`config.mk`:
```
export PLATFORM = sky130hd
export DESIGN_NAME = yacc_access_ctrl
export DESIGN_NICKNAME = d
export VERILOG_FILES = /design/src/rtl/yacc_access_ctrl.sv
export SDC_FILE = /design/constraint.sdc
export NUM_CORES = 1
export LEC_CHECK = 0
export CORE_MARGIN = 2
export CORE_UTILIZATION = 32
export CTS_CLUSTER_SIZE = 25
export DETAILED_ROUTE_END_ITERATION = 16
export PLACE_DENSITY = 0.75
export SETUP_SLACK_MARGIN = 0.2
export SLEW_MARGIN = 30
export SYNTH_ARGS = -nofsm -noshare
export SYNTH_HDL_FRONTEND = slang
export SYNTH_SLANG_ARGS = --single-unit
```
`constraint.sdc`:
```
create_clock -name clock -period 1.6 [get_ports clock]
set_clock_uncertainty 0.2 [all_clocks]
set_input_delay 0.32 -clock clock [delete_from_list [all_inputs] [get_ports clock]]
set_output_delay 0.32 -clock clock [all_outputs]
set_load 0.05 [all_outputs]
```
`src/rtl/yacc_access_ctrl.sv`:
```
`default_nettype none
// ============================================================================
//  Module   : yacc_access_ctrl
//  Brief    : YACC compressed-cache front-end sequencer. Round-robin arbiter
//             for two address requesters, tag/LRU lookup, miss fill handshake,
//             LRU touch and one-cycle response. One request in flight.
//             Optional hit/miss counters enabled by macro YACC_PERF_CNT_EN.
//  Revision : 1.0 - initial release
// ============================================================================
module yacc_access_ctrl #(
    parameter int ADDR_W = 32,
    parameter int OFF_W  = 6,
    parameter int SB_W   = 2,
    parameter int SET_W  = 3,
    parameter int TAG_W  = 21,
    parameter int WAY_W  = 2
) (
    input  logic              clock,
    input  logic              reset_n,
    input  logic              req0_valid,
    input  logic [ADDR_W-1:0] req0_addr,
    output logic              req0_ready,
    input  logic              req1_valid,
    input  logic [ADDR_W-1:0] req1_addr,
    output logic              req1_ready,
    output logic              lk_valid,
    output logic [TAG_W-1:0]  lk_tag,
    output logic [SET_W-1:0]  lk_set,
    output logic [SB_W-1:0]   lk_sblk,
    input  logic              lk_done,
    input  logic              lk_hit,
    input  logic [WAY_W-1:0]  lk_way,
    output logic              fill_req,
    output logic [ADDR_W-1:0] fill_addr,
    input  logic              fill_ack,
    input  logic [WAY_W-1:0]  fill_way,
    output logic              lru_upd,
    output logic [SET_W-1:0]  lru_set,
    output logic [WAY_W-1:0]  lru_way,
    output logic              rsp_valid,
    output logic              rsp_id,
    output logic              rsp_hit,
    output logic [WAY_W-1:0]  rsp_way,
    output logic              busy
`ifdef YACC_PERF_CNT_EN
    ,
    output logic [15:0]       hit_cnt,
    output logic [15:0]       miss_cnt
`endif
);

    typedef enum logic [2:0] {
        IDLE    = 3'd0,
        LOOKUP  = 3'd1,
        LK_WAIT = 3'd2,
        FILL    = 3'd3,
        UPDATE  = 3'd4,
        RESP    = 3'd5
    } state_t;

    state_t              state_q, state_d;
    logic                rr_q, rr_d;
    logic [ADDR_W-1:0]   addr_q, addr_d;
    logic                id_q, id_d;
    logic                hit_q, hit_d;
    logic [WAY_W-1:0]    way_q, way_d;

    logic                grant0;
    logic                grant1;
    logic                unused_off;

    // Round-robin grant: a lone requester always wins, a tie goes to rr_q.
    assign grant0 = req0_valid && (!req1_valid || !rr_q);
    assign grant1 = req1_valid && (!req0_valid ||  rr_q);

    assign req0_ready = (state_q == IDLE) && grant0;
    assign req1_ready = (state_q == IDLE) && grant1;

    // Address field split; fields stay stable until the next accept.
    assign lk_tag    = addr_q[ADDR_W-1 -: TAG_W];
    assign lk_set    = addr_q[OFF_W+SB_W +: SET_W];
    assign lk_sblk   = addr_q[OFF_W +: SB_W];
    assign fill_addr = {addr_q[ADDR_W-1:OFF_W], {OFF_W{1'b0}}};

    // The byte offset is latched but never needed downstream.
    assign unused_off = ^addr_q[OFF_W-1:0];

    assign lru_set = lk_set;
    assign lru_way = way_q;
    assign rsp_id  = id_q;
    assign rsp_hit = hit_q;
    assign rsp_way = way_q;

    // Strobes decode directly from state so an async reset drops them at once.
    assign lk_valid  = (state_q == LOOKUP);
    assign fill_req  = (state_q == FILL);
    assign lru_upd   = (state_q == UPDATE);
    assign rsp_valid = (state_q == RESP);
    assign busy      = (state_q != IDLE);

    // State and transaction-context registers.
    always_ff @(posedge clock or negedge reset_n) begin
        if (!reset_n) begin
            state_q <= IDLE;
            rr_q    <= 1'b0;
            addr_q  <= '0;
            id_q    <= 1'b0;
            hit_q   <= 1'b0;
            way_q   <= '0;
        end else begin
            state_q <= state_d;
            rr_q    <= rr_d;
            addr_q  <= addr_d;
            id_q    <= id_d;
            hit_q   <= hit_d;
            way_q   <= way_d;
        end
    end

    // Next-state logic and context capture for the single in-flight request.
    always_comb begin
        state_d = state_q;
        rr_d    = rr_q;
        addr_d  = addr_q;
        id_d    = id_q;
        hit_d   = hit_q;
        way_d   = way_q;
        unique case (state_q)
            IDLE: begin
                if (grant0 || grant1) begin
                    addr_d  = grant1 ? req1_addr : req0_addr;
                    id_d    = grant1;
                    rr_d    = ~grant1;
                    state_d = LOOKUP;
                end
            end
            LOOKUP: state_d = LK_WAIT;
            LK_WAIT: begin
                if (lk_done) begin
                    hit_d = lk_hit;
                    if (lk_hit) begin
                        way_d   = lk_way;
                        state_d = UPDATE;
                    end else begin
                        state_d = FILL;
                    end
                end
            end
            FILL: begin
                if (fill_ack) begin
                    way_d   = fill_way;
                    state_d = UPDATE;
                end
            end
            UPDATE: state_d = RESP;
            RESP:   state_d = IDLE;
            default: state_d = IDLE;
        endcase
    end

`ifdef YACC_PERF_CNT_EN
    logic [15:0] hit_cnt_q;
    logic [15:0] miss_cnt_q;

    // Saturating hit/miss counters, bumped once per completed response.
    always_ff @(posedge clock or negedge reset_n) begin
        if (!reset_n) begin
            hit_cnt_q  <= '0;
            miss_cnt_q <= '0;
        end else if (state_q == RESP) begin
            if (hit_q) begin
                if (hit_cnt_q != 16'hFFFF) hit_cnt_q <= hit_cnt_q + 16'd1;
            end else begin
                if (miss_cnt_q != 16'hFFFF) miss_cnt_q <= miss_cnt_q + 16'd1;
            end
        end
    end

    assign hit_cnt  = hit_cnt_q;
    assign miss_cnt = miss_cnt_q;
`endif

endmodule
`default_nettype wire

```
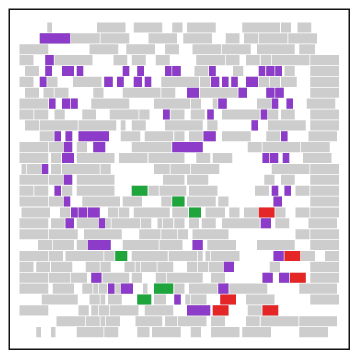
(gate families picked out)
(4 px per um)
legend:
  non-inverting ao/oa cells:
    color: red
    cells: 6
    most_used: a221o_2
    where: south-east
  and/or cells:
    color: green
    cells: 6
    most_used: or2_4
  aoi and oai cells:
    color: purple
    cells: 73
    most_used: o21ai_0
    where: widely spread
tally of non-filler cells in the final layout: 431
most common logic cell in the routed design: buf_12
Comb/total area: 0.2252

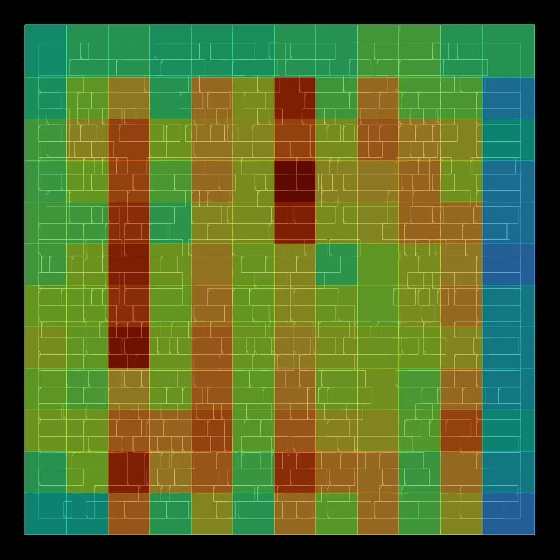
(congestion heat map)
Core Util, Final: 0.7277
met1 Usage GRT: 0.2257
Routed WL per cell: 17.49 um

==> results.txt <==
Detail Route Antenna Nets - 0
OpenROAD warning count - 41
Critical path's largest stage delay - 0.52 ns
Die X - 84.61 um
Syn_area_per_cell - 9.452 sq um
CP Launch Type - register
RSZ-0062 raised after global routing - yes
Top cells by count, synth - buf_4 (37), dfrtp_1 (34), a21oi_1 (23)
Total gr overflow - 0
Fin. Hold Viols - 0
Min Tclk post-route - 2.066 ns
Registers, synthesis - 34
Num CTS Buffers - 5
Initial antenna violation count - 0
Post-Synthesis Cells - 220
Chip area - 0.007159 sq mm
Worst r2r src - state_q[1]$_DFFE_PN0P_
Final period util - 1.291
CP Max Fanout - 3
Chip area in the Yosys report - 0.002079 sq mm
First-pass GRT wire length - 11.43 mm
Synth Flop Type - dfrtp_1
Async set or reset register ratio after synthesis - 1.000
Crit-path slowest cell - or4b_4
Max-slew violation count - 0
Gpl congestion - 0.7897
Post-Syn Area - 0.002079 sq mm
Largest area contributor in the netlist - dfrtp_1
Vias per cell - 5.084
Reg clk slew, reported paths - 0.06 ns
Worst path bufs/invs - 1
LEAKAGE - 1.887 nW
Area grow syn2layout - 120.9%
Yosys Warn Count - 0
VDD IR max - 1.875 mV
Placed cell area - 0.004105 sq mm
Max Clk Rate - 0.4841 GHz
CP Capture Type - output pin
Failing checks - negative setup slack
Family with the most delay on the worst path - simple AND/OR/NAND/NOR gates
Row count - 29
Tot GR Track Use - 0.2004
Outcome - finished, violations left
Critical Path RT - 1.08 ns
Setup slack, reg-to-reg - -0.30 ns
First drt pass iteration count - 4
Final net count - 428
Critical setup path kind - reg2out
Area leader share - 0.4091
P per Cell Area - 2686 mW/mm^2
Top cells by area - dfrtp_1 (41%), buf_4 (13%), nand3b_1 (7.9%), a31oi_1 (6.0%), a21oi_1 (5.5%)
R2R depth - 7
TritonCTS Sinks - 34
Vias in the first global route - 2333
Final critical-path setup slack - -0.4656 ns
Distinct cell type count after synthesis - 29
Layout cell share with drive strength beyond 1 - 0.5198
First DRT Iteration DRCs - 76
Placeable Area - 0.006314 sq mm
Clk buf depth - 2
Largest net degree at the start of global routing - 24
Die Ht - 84.61 um
Cells in synth_stat.txt - 220
Final setup violation count - 38
CTS tree - built
Input/output buffers - 130
Clock Latency Late Sink - 0.27 ns
CP Depth - 3
Worst Path Arrival - 1.55 ns
Max-Cap Viols - 0
Dpl hpwl - 5.246 mm
Synth top cell by count - buf_4
Register share after synthesis - 0.4091
Via count - 2191
DRT Wirelength - 7.538 mm
H-tree levels - 2
CTS root buffer - clkbuf_8
Post-synth EDFFs - 0
IO Pins - 149
Worst Hold Class - in2async
Drc violations - 0
FP Core Util - 0.3294
Post-route cell area - 0.004594 sq mm
CP Cell Sequence - or4b_4 > a21oi_4 > buf_12
Diodes inserted - 0
Critical path launch point - state_q[1]$_DFFE_PN0P_
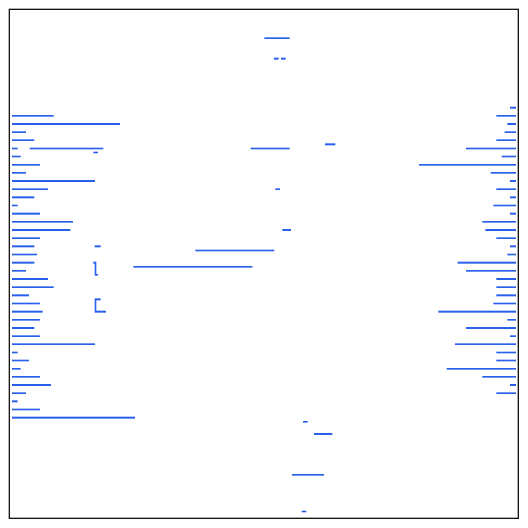
(M3 wires)
(6 px per um)
nets with wire on the layer: 85
share of all routed wire: 5.6%
longest straight run: 20.2 um
wire length on this layer: 420 um

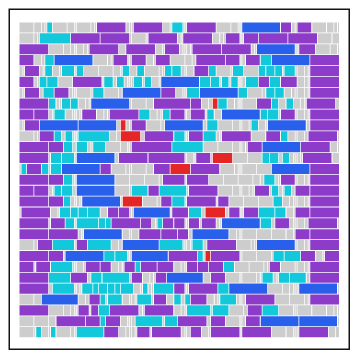
(placed cells, one color a class)
(4 px per um) Fill, decap, tap and diode cells in gray.
legend:
  remaining logic cells:
    color: cyan
    cells: 136
  remaining buffers and delay cells:
    color: purple
    cells: 176
  registers:
    color: blue
    cells: 34
  clock drivers and dummy loads:
    color: red
    cells: 8

[power by group]
part | switching, W | internal (W)
logic | 0.00468 | 0.00487
registers | 0.000812 | 0.00137
clock network | 0.000299 | 0.000309
[what timing repair did]
action                                  4_1_cts  5_1_grt
cloned                                        1        2
buffers inserted                              8        8
endpoints found under the setup margin       99      100
hold endpoints to repair                     15        0
hold buffers                                  1        0
pin swaps                                     2        2
resized                                      18       25
[worst register-to-register path, delay by kind of cell, from the launching register on]
family                 cells  cell delay [ns]
flip-flops                 1             0.42
multiplexers               2             0.54
AND/OR/NAND/NOR            1             0.12
buffers and inverters      4             0.52
[cell usage in the layout (no fill, tap or decap), types with 3 or more instances in the layout]
cell / count
a21boi_0: 7
a21oi_1: 15
a21oi_2: 7
a221o_2: 6
a31oi_1: 17
a31oi_4: 3
buf_12: 71
buf_4: 27
buf_6: 9
buf_8: 3
clkbuf_1: 3
clkbuf_8: 5
clkdlybuf4s50_1: 59
conb_1: 6
dfrtp_1: 6
dfrtp_2: 28
inv_1: 3
mux2_4: 5
nand3b_1: 22
nor2_1: 3
nor3b_4: 4
o21ai_0: 20
[metal layers]
layer  global-route usage  vias to the layer above  wire length (um)
met2               0.3780                       98              4130
li1                     -                     1015                 -
met5                    0                        -                 0
met3              0.04130                       12               419
met4              0.05772                        0               124
met1               0.2257                     1066              2864
[through the flow]
step / power [W] / setup slack (ns) / cells / hold WS, ns / TNS, ns
floorplan: 0.006640 / -0.3336 / 225 / -0.1756 / -3.600
global placement: 0.01048 / -0.5103 / 403 / 0.07233 / -11.70
detailed placement: 0.01065 / -0.5227 / 403 / 0.08702 / -13.53
CTS: 0.01181 / -0.4547 / 421 / 0.3272 / -8.070
global route: 0.01279 / -0.5027 / 431 / 0.3700 / -10.21
finish: 0.01234 / -0.4656 / 431 / 0.3325 / -8.479
[flip-flops by register name, summed over array words and instances, names as in the netlist]
| register | flops |
|---|---|
| rr_q | 1 |
| addr_q | 26 |
| state_q | 3 |
| rsp_id | 1 |
| lru_way | 2 |
| rsp_hit | 1 |
[worst paths after layout]
| check | endpoint |
|---|---|
| max reg2reg | lru_way[1]$_DFFE_PN0P_ |
| min in group clock | rsp_hit$_DFFE_PN0P_ |
| max | req0_ready |
| max in group asynchronous | lru_way[0]$_DFFE_PN0P_ |
| min reg2reg | rsp_hit$_DFFE_PN0P_ |
| min | rsp_hit$_DFFE_PN0P_ |
[cells by family after synthesis]
kind of cell,after synthesis,share of synthesized area
compound gates,79,0.2371
buf+inv,60,0.1823
flops,34,0.4091
mux,6,0.03189
other cells,1,0.001803
simple gates,40,0.1378
[final cells by class]
class | instances | area (sq um)
Clock buffer | 8 | 80.08
Fill cell | 447 | 1719
Inverter | 5 | 26.28
Multi-Input combinational cell | 131 | 1035
Sequential cell | 34 | 885.9
Tap cell | 77 | 96.34
Timing Repair Buffer | 176 | 2471
No activity file was given, so power comes from the tool's default toggle rates.
